### src/rtl/serial_add_ctrl_pkg.sv
// Shared definitions for the bit-serial adder controller: default operand
// width and the controller state encoding.
package serial_add_pkg;

   // Operand/result width used when the instantiating level does not override it.
   localparam int DEFAULT_WIDTH = 8;

   // State encodings, kept as named constants so other blocks can decode them.
   localparam logic [1:0] IDLE_ENC = 2'd0;
   localparam logic [1:0] RUN_ENC  = 2'd1;
   localparam logic [1:0] DONE_ENC = 2'd2;

   typedef enum logic [1:0] {
      IDLE = IDLE_ENC,
      RUN  = RUN_ENC,
      DONE = DONE_ENC
   } state_t;

   // Counter width needed to index WIDTH bit positions (never below one bit).
   function automatic int cnt_width(input int width);
      return (width > 1) ? $clog2(width) : 1;
   endfunction

endpackage

### src/rtl/serial_add_ctrl_if.sv
// Request/result bundle between a requester (master) and the serial adder
// controller (slave). Operands and start flow in; status and result flow out.
interface serial_add_ctrl_if
   import serial_add_pkg::*;
#(
   parameter int WIDTH = DEFAULT_WIDTH
);

   logic             start;
   logic [WIDTH-1:0] a;
   logic [WIDTH-1:0] b;
   logic             cin;
   logic             busy;
   logic             done;
   logic [WIDTH-1:0] sum;
   logic             cout;

   // Requester side: issues operands and watches for completion.
   modport master (
      output start,
      output a,
      output b,
      output cin,
      input  busy,
      input  done,
      input  sum,
      input  cout
   );

   // Controller side: consumes operands and reports the result.
   modport slave (
      input  start,
      input  a,
      input  b,
      input  cin,
      output busy,
      output done,
      output sum,
      output cout
   );

endinterface

### src/rtl/serial_add_ctrl_full_add.sv
// Decoder-based 3-input full adder. The three inputs are decoded into one of
// eight minterms and the sum/carry outputs are ORs of the matching minterms.
// Purely combinational; no state.
module full_add (
   input  logic A,
   input  logic B,
   input  logic Ci,
   output logic S,
   output logic Co
);

   logic [7:0] minterm;

   // One-hot decode of the input triple {A,B,Ci}.
   always_comb begin
      minterm = 8'b0;
      minterm[{A, B, Ci}] = 1'b1;
   end

   // Sum is odd parity of the inputs; carry is the majority function.
   always_comb begin
      S  = minterm[1] | minterm[2] | minterm[4] | minterm[7];
      Co = minterm[3] | minterm[5] | minterm[6] | minterm[7];
   end

endmodule

### src/rtl/serial_add_ctrl.sv
// Bit-serial WIDTH-bit adder controller. Captures a, b and cin on an accepted
// start, then feeds one bit pair plus the running carry to the full adder per
// clock, LSB first. The adder's sum bits are shifted into a collection
// register from the top, so after WIDTH steps the result sits in natural
// order. The published sum/cout only change on the completion edge.
module serial_add_ctrl
   import serial_add_pkg::*;
#(
   parameter int WIDTH = DEFAULT_WIDTH
) (
   input  logic               clk,
   input  logic               rst_n,
   serial_add_ctrl_if.slave   bus
);

   localparam int              CNT_W    = cnt_width(WIDTH);
   localparam logic [CNT_W-1:0] LAST_CNT = CNT_W'(WIDTH - 1);

   state_t           state;
   state_t           state_next;

   logic [WIDTH-1:0] a_sh;
   logic [WIDTH-1:0] b_sh;
   logic             carry;
   logic [CNT_W-1:0] cnt;

   // Only the upper WIDTH-1 collected bits need storage: the final bit goes
   // straight from the adder into the published result on the last edge.
   logic [WIDTH-2:0] sum_sh;
   logic [WIDTH-1:0] sum_cat;

   logic [WIDTH-1:0] sum_reg;
   logic             cout_reg;

   logic             fa_s;
   logic             fa_co;

   logic             load;
   logic             step;
   logic             last;

   // The only arithmetic in this block lives in the full adder.
   full_add u_full_add (
      .A  (a_sh[0]),
      .B  (b_sh[0]),
      .Ci (carry),
      .S  (fa_s),
      .Co (fa_co)
   );

   // Newest sum bit enters at the MSB, older bits move one place right.
   assign sum_cat = {fa_s, sum_sh};

   // State register; reset returns to IDLE and abandons any partial result.
   always_ff @(posedge clk or negedge rst_n) begin
      if (!rst_n) begin
         state <= IDLE;
      end else begin
         state <= state_next;
      end
   end

   // Next-state and datapath control: accept start only when idle, step once
   // per clock while running, and spend exactly one cycle in DONE.
   always_comb begin
      state_next = state;
      load       = 1'b0;
      step       = 1'b0;
      last       = 1'b0;
      case (state)
         IDLE: begin
            if (bus.start) begin
               load       = 1'b1;
               state_next = RUN;
            end
         end
         RUN: begin
            step = 1'b1;
            if (cnt == LAST_CNT) begin
               last       = 1'b1;
               state_next = DONE;
            end
         end
         DONE: begin
            state_next = IDLE;
         end
         default: begin
            state_next = IDLE;
         end
      endcase
   end

   // Operand shifters, carry, bit counter and result registers.
   always_ff @(posedge clk or negedge rst_n) begin
      if (!rst_n) begin
         a_sh     <= '0;
         b_sh     <= '0;
         carry    <= 1'b0;
         cnt      <= '0;
         sum_sh   <= '0;
         sum_reg  <= '0;
         cout_reg <= 1'b0;
      end else if (load) begin
         a_sh   <= bus.a;
         b_sh   <= bus.b;
         carry  <= bus.cin;
         cnt    <= '0;
      end else if (step) begin
         a_sh   <= a_sh >> 1;
         b_sh   <= b_sh >> 1;
         carry  <= fa_co;
         sum_sh <= sum_cat[WIDTH-1:1];
         if (last) begin
            sum_reg  <= sum_cat;
            cout_reg <= fa_co;
         end else begin
            cnt <= cnt + 1'b1;
         end
      end
   end

   // Status decodes straight from the state so reset clears them immediately.
   always_comb begin
      bus.busy = (state != IDLE);
      bus.done = (state == DONE);
      bus.sum  = sum_reg;
      bus.cout = cout_reg;
   end

endmodule

### src/flat_wrapper.sv
// flat-port wrapper written by rule: the top's interface ports become plain ports
module serial_add_ctrl_flat import serial_add_pkg::*;
#(
   parameter int WIDTH = DEFAULT_WIDTH
)
  (clk, rst_n, bus_start, bus_a, bus_b, bus_cin, bus_busy, bus_done, bus_sum, bus_cout);
  serial_add_ctrl_if #(.WIDTH(WIDTH)) bus_i ();
  input  logic clk;
  input  logic rst_n;
  input wire logic [$bits(bus_i.start)-1:0] bus_start;
  input wire logic [$bits(bus_i.a)-1:0] bus_a;
  input wire logic [$bits(bus_i.b)-1:0] bus_b;
  input wire logic [$bits(bus_i.cin)-1:0] bus_cin;
  output wire logic [$bits(bus_i.busy)-1:0] bus_busy;
  output wire logic [$bits(bus_i.done)-1:0] bus_done;
  output wire logic [$bits(bus_i.sum)-1:0] bus_sum;
  output wire logic [$bits(bus_i.cout)-1:0] bus_cout;
  assign bus_i.start = bus_start;
  assign bus_i.a = bus_a;
  assign bus_i.b = bus_b;
  assign bus_i.cin = bus_cin;
  assign bus_busy = bus_i.busy;
  assign bus_done = bus_i.done;
  assign bus_sum = bus_i.sum;
  assign bus_cout = bus_i.cout;
  serial_add_ctrl #(.WIDTH(WIDTH)) u_core (.clk(clk), .rst_n(rst_n), .bus(bus_i));
endmodule
### config.mk
export PLATFORM = sky130hd
export DESIGN_NAME = serial_add_ctrl_flat
export DESIGN_NICKNAME = d
export VERILOG_FILES = /design/src/rtl/serial_add_ctrl_pkg.sv /design/src/rtl/serial_add_ctrl_if.sv /design/src/rtl/serial_add_ctrl_full_add.sv /design/src/rtl/serial_add_ctrl.sv /design/src/flat_wrapper.sv
export SDC_FILE = /design/constraint.sdc
export NUM_CORES = 1
export LEC_CHECK = 0
export CORE_MARGIN = 1.5
export CORE_UTILIZATION = 51
export DETAILED_ROUTE_END_ITERATION = 8
export GPL_TIMING_DRIVEN = 0
export PLACE_DENSITY = 0.85
export SKIP_LAST_GASP = 1
export SLEW_MARGIN = 20
export SYNTH_ARGS = -nofsm -noshare
export SYNTH_HDL_FRONTEND = slang
export SYNTH_SLANG_ARGS = --single-unit
### constraint.sdc
create_clock -name clk -period 1.97 [get_ports clk]
set_input_delay 0.4925 -clock clk [delete_from_list [all_inputs] [get_ports clk]]
set_output_delay 0.4925 -clock clk [all_outputs]
set_load 0.03 [all_outputs]
Fig. 1: run 1, sequential cells colored by netlist name
Other sequential cells in the stronger gray, the rest of the logic in the fainter gray.
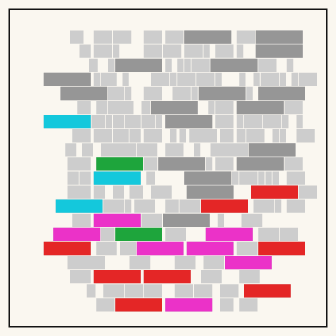
Key: red = u_core.bus.sum [sequential cells 8]; magenta = u_core.sum_sh [sequential cells 7]; green = u_core.state [sequential cells 2]; cyan = u_core.cnt [sequential cells 3]
Another 18 sequential cells are not colored.
Register Area: 951 µm²
sequential cell area share: 44.6%
Core Util, Final: 68.2%

Fig. 2: run 1, wire density map
The die is cut into 12 by 12 equal tiles; black is low, pale yellow is high, scaled to the fullest tile. Values are wire area over tile area, all layers added.
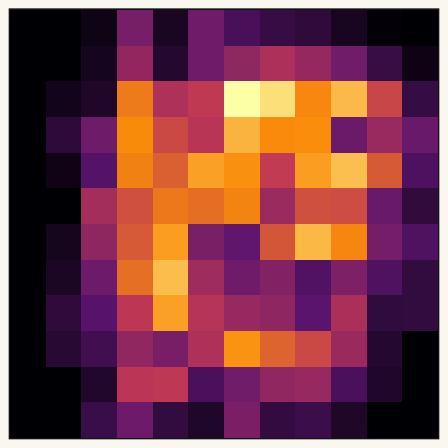
The densest ninth of the die: center. 16% of the tiles are nearly empty. The fullest tile reaches 0.42. The mean over all tiles is 0.14.
Vias: 1218
Avg WL per Cell: 14.4 µm
Routed WL: 3180 µm

Fig. 3: run 1, placed standard cells
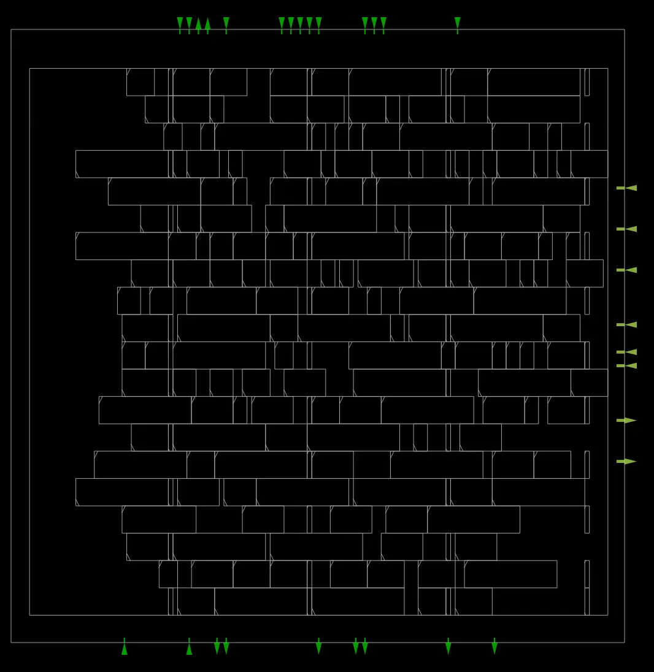
seq_cells: 38
CORE AREA: 3130 µm²
Site Rows: 20
Tapcell Cnt: 44
final std cells w/o fill: 221

Fig. 4: run 1, I/O nets highlighted
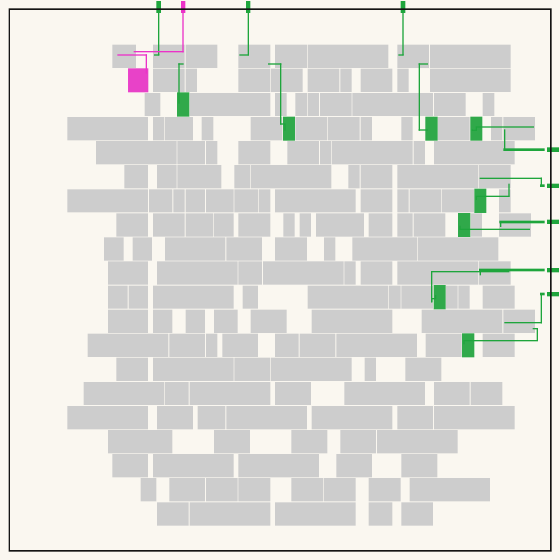
Key: magenta = bus_done [bits 1, direction output, end cells 1, buffers 1, wire 15.3 µm]; green = bus_a [bits 8, direction input, end cells 8, buffers 8, wire 120 µm]

run 1: worst max path at each step:
stage                         start             end  depth (start not counted)
floorplan           u_core.state[1]        bus_done                          3
global route        u_core.state[0]        bus_busy                          3
detailed placement  u_core.state[1]        bus_done                          4
global placement              rst_n  u_core.a_sh[5]                          1
CTS                 u_core.state[1]        bus_done                          4
finish              u_core.state[0]        bus_busy                          3
run 1: through the flow:
stage                     instances  hold slack [ps]  utilization [%]  instance area [µm²]
after floorplan                 140              197                -                 1720
after global placement          214              472             66.2                 2070
after detailed placement        215              390             66.7                 2090
after global routing            221             13.7             68.2                 2130
after CTS                       221             14.8             68.2                 2130
final                           221             18.6             68.2                 2130
run 1: placed cells by master, fill, tap and decap left out:
cell             netlist  final
a211o_1                1      1
clkdlybuf4s50_1        0     27
a221o_1                2      2
fa_1                   1      1
o21ba_2                1      1
mux2_2                16     16
nor2_1                15     15
o21bai_4               1      1
or2_2                  2      2
buf_12                 0      1
and3_1                 3      3
inv_1                 19     19
o221ai_1               2      2
nor4b_1                1      1
buf_8                  1      1
nor2b_1                5      5
dfrtp_1               38     38
buf_2                  4      5
nor2b_2                1      1
buf_6                  3      3
clkbuf_8               0      1
buf_4                  2      2
nand2_1                4      4
clkbuf_4               0      7
ha_1                   2      2
a222oi_1              15     15
nand3b_1               1      1
run 1: cell families after synthesis:
logic type / count (synthesis) / share of synthesized area, %
adders and majority gates: 3 / 2.63
muxes: 16 / 10.5
and+or+nand+nor: 32 / 9.26
AOI/OAI and AO/OA: 22 / 13.1
buffers and inverters: 29 / 9.04
DFF: 38 / 55.4
run 1: routing by layer:
metal	vias up	part of all wire, %
met4	0	1.8
met1	596	43
met2	44	50
met5	-	0
li1	571	-
met3	7	5.9
run 1: Yosys cell counts, types with 2 or more instances:
master / count
a221o_1: 2
a222oi_1: 15
and3_1: 3
buf_2: 4
buf_4: 2
buf_6: 3
dfrtp_1: 38
ha_1: 2
inv_1: 19
mux2_2: 16
nand2_1: 4
nor2_1: 15
nor2b_1: 5
o221ai_1: 2
or2_2: 2
run 1: what timing repair did:
action                     in CTS  in global routing
gates resized                   8                  4
setup endpoints to repair       2                  1
gates cloned                    0                  0
run 1: power breakdown:
part / leakage (nW) / internal, mW / switching (mW)
sequential: 0.449 / 1.15 / 0.182
combinational: 0.518 / 0.783 / 0.755
clock: 0.0302 / 0.161 / 0.242
total: 0.998 / 2.10 / 1.18
run 1: final cells by class:
| class | count | area (µm²) | share of cell area (%) |
|---|---|---|---|
| clock buffers | 6 | 51.3 | 2.41 |
| inverters | 19 | 71.3 | 3.35 |
| flip-flops and latches | 38 | 951 | 44.6 |
| well taps | 44 | 55.1 | 2.58 |
| plain buffers | 10 | 86.3 | 4.05 |
| repair buffers | 31 | 308 | 14.4 |
| multi-input cells | 73 | 609 | 28.6 |
run 1: worst max-delay path: stages (launching register included):
cell	delay [ps]
dfrtp_1	400
buf_4	180
or2_2	300
buf_2	190
==> impl_metrics.tcl, run 1 <==
# place-and-route summary
set metrics [dict create \
    status "finished clean" \
    hpwlAfterDp_um 2290 \
    drive_above_1_share_pct 23.2 \
    reg2reg_slack_ps 360 \
    drv_cap 0 \
    final_max_slew_viol_count 0 \
    leakagePower_nw 0.998 \
    firstDrtPassIters 8 \
    port_buffers 30 \
    critPathRequiredTime_ps 1480 \
    worstSetupPathType "reg2out" \
    ys_seq_share_pct 55.4 \
    clock-root-buffer "clkbuf_4" \
    setup_violations 0 \
    busiest_layer "met2" \
    worst_pin_slew_ps 359 \
    grt_usage_pct 19.6 \
    synthTopCellsByArea "dfrtp_1 55%, mux2_2 11%, a222oi_1 8.8%" \
    pre_cts_ws_ps -6.37 \
    synth_top_area_share_pct 55.4 \
    gp_congestion 0.797 \
    viasPerCell 5.51 \
    edf_count 0 \
    numCtsBuffers 5 \
    drt.antenna.violating_nets 0 \
    postCtsSetupRepairBufs 0 \
    drtIter0Drc 186 \
    fp_nets 163 \
    postSynthAreaPerCell_um2 12.3 \
    htree_levels 2 \
    finalNetCount 201 \
    rr_endpoint "u_core.bus.sum[2]" \
    route.detailed.drc 0 \
    finalPower_mw 3.28 \
    die_x_um 61.0 \
    dieHeight_um 61.0 \
    synth_cell_types 23 \
    synthArstFlopShare_pct 100 \
    power_density_nw_per_um2 1540 \
    grt_start_max_net_pins 28 \
    startpoint_type "register" \
    globalRouteMet3Util_pct 5.97 \
    finalSetupTns_ps 0 \
    diodes 0 \
    critPathMaxFanout 10 \
    ys_area_um2 1720 \
    grt_pass1_vias 1196 \
    clock_path_buffers 2 \
    skew_ps 11.1 \
    path_clk_slew_ps 100 \
]
## Run 2: what changed since run 1
==> constraint.sdc (replaced) <==
create_clock -name clk -period 1.97 [get_ports clk]
set_input_delay 0.2955 -clock clk [delete_from_list [all_inputs] [get_ports clk]]
set_output_delay 0.2955 -clock clk [all_outputs]
set_load 0.03 [all_outputs]
Fig. 5: run 2, sequential cells colored by netlist name
Other sequential cells in the stronger gray, the rest of the logic in the fainter gray.
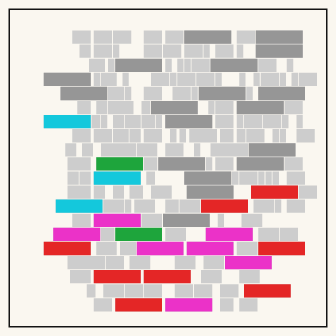
Key: green = u_core.state [sequential cells 2]; red = u_core.bus.sum [sequential cells 8]; cyan = u_core.cnt [sequential cells 3]; magenta = u_core.sum_sh [sequential cells 7]
Another 18 sequential cells are not colored.

Fig. 6: run 2, placed standard cells
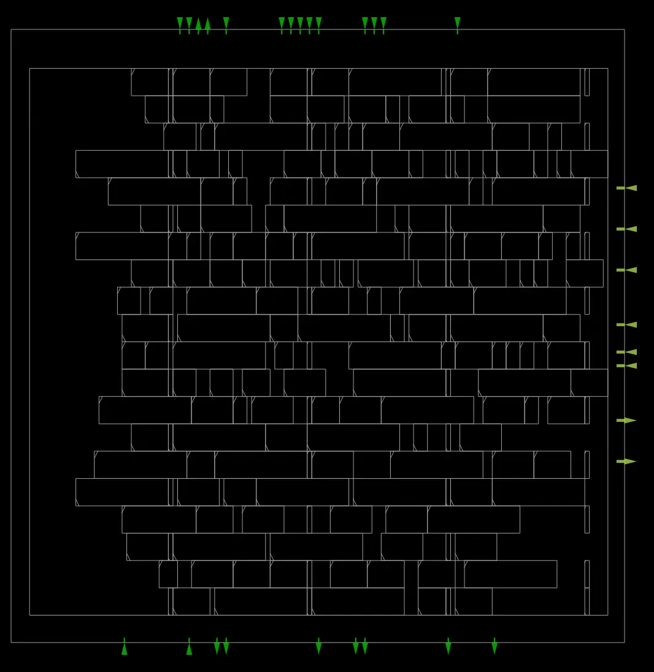
sequential cell area share: 44.3%
fill count: 215

==> impl_metrics.tcl, run 2 <==
# place-and-route summary
set metrics [dict create \
    cp.depth 3 \
    htree_levels 2 \
    finalPower_mw 3.28 \
    reg2reg_slack_ps 360 \
    top_cells_by_count "38 x dfrtp_1, 19 x inv_1, 16 x mux2_2" \
    hpwlAfterDp_um 2290 \
    simple_gate_area_share_pct 9.26 \
    yosysMostFrequentCell "dfrtp_1" \
    dr_wl_met2_um 1600 \
    numCtsBuffers 5 \
    postSynthAreaPerCell_um2 12.3 \
    startpoint_type "register" \
    port_buffers 30 \
    logic_family "AND-OR/OR-AND gates" \
    grt_usage_pct 19.6 \
    placed_area_um2 2090 \
    wl_per_cell_um 14.3 \
    critPathRequiredTime_ps 1670 \
    crit_start "u_core.state[0]" \
    skew_ps 10.2 \
    ys_seq_share_pct 55.4 \
    clockPowerShare_pct 12.3 \
    critPathMaxFanout 10 \
    drtIter0Drc 194 \
    drive_above_1_share_pct 21.9 \
    fp_nets 163 \
    place_inst 215 \
    rr_endpoint "u_core.bus.sum[0]" \
    layout.cells.non_filler 222 \
    synthArstFlopShare_pct 100 \
    path_clk_slew_ps 100 \
    switching_share_pct 35.9 \
    leakagePower_nw 1.00 \
    diodes 0 \
    regArea_um2 951 \
    die_x_um 61.0 \
    switchingPower_mw 1.18 \
    final_max_slew_viol_count 0 \
    dieHeight_um 61.0 \
    clock-root-buffer "clkbuf_4" \
    cp_top_family "buffers and inverters" \
    viasPerCell 5.52 \
    final_area_um2 2150 \
    grt_pass1_vias 1199 \
    power_density_nw_per_um2 1530 \
    core-area_um2 3130 \
    maxUsedRoutingLayer "met4" \
    status "finished clean" \
]
Fig. 7: run 2, M3 wires
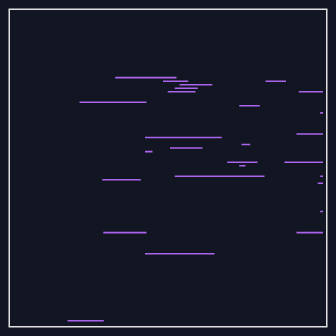
The layer carries 155 µm of wire. The longest straight run is 17.0 µm. 21 nets have wire on it.
Routed WL: 3170 µm
Vias: 1225

run 2: per-layer routing:
metal  vias up  track usage (%)
li1        574                -
met1       605             24.0
met2        39             31.3
met3         7             5.97
met4         0             10.2
met5         -                0
run 2: final cells by class:
type / count / area share [%]
flip-flops and latches: 38 / 44.3
multi-input cells: 73 / 28.4
repair buffers: 32 / 15.1
plain buffers: 10 / 3.91
inverters: 19 / 3.32
well taps: 44 / 2.57
clock buffers: 6 / 2.39
run 2: through the flow:
step	hold slack [ps]	setup TNS [ps]	worst slack, ps	utilization, %
5_1_grt	373	0	5.18	68.6
3_3_place_gp	472	-7240	-192	66.2
6_report	364	0	101	68.6
3_5_place_dp	193	0	191	66.7
2_1_floorplan	-0.0911	0	494	-
4_1_cts	360	0	80.8	68.6
run 2: logic make-up (layout without fill, tap and decap cells):
family	count (synthesis)	after routing
muxes	16	16
AOI/OAI and AO/OA	22	22
buffers and inverters	29	67
and+or+nand+nor	32	32
adders and majority gates	3	3
DFF	38	38
run 2: worst register-to-register path: cells and delay by family, from the launching register on:
| kind | cells | cell delay [ps] |
|---|---|---|
| simple gates | 1 | 120 |
| mux | 1 | 340 |
| fa+ha+maj | 2 | 460 |
| flops | 1 | 430 |
| buf+inv | 1 | 150 |
run 2: how the worst min path moves through the flow:
| stage | slack (ps) | startpoint | endpoint |
|---|---|---|---|
| after floorplan | -0.09 | rst_n | u_core.a_sh[0] |
| after global placement | 470 | u_core.a_sh[7] | u_core.a_sh[7] |
| after detailed placement | 190 | rst_n | u_core.bus.sum[1] |
| after CTS | 360 | rst_n | u_core.state[0] |
| after global routing | 370 | rst_n | u_core.cnt[1] |
| final | 360 | rst_n | u_core.state[0] |
run 2: repair_timing:
item | 4_1_cts | 5_1_grt
gates resized | 2 | 1
hold endpoints to repair | 11 | 0
gates cloned | 0 | 0
setup endpoints to repair | 2 | 1
hold buffers | 1 | 0
run 2: power by group through the flow:
stage / sequential, mW / clock (mW) / combinational [mW]
6_report: 1.34 / 0.402 / 1.54
5_1_grt: 1.38 / 0.442 / 1.69
3_3_place_gp: 1.33 / 0 / 1.49
2_1_floorplan: 1.49 / 0 / 0.930
3_5_place_dp: 1.36 / 0 / 1.55
4_1_cts: 1.34 / 0.406 / 1.55
No activity file was given, so power comes from the tool's default toggle rates.
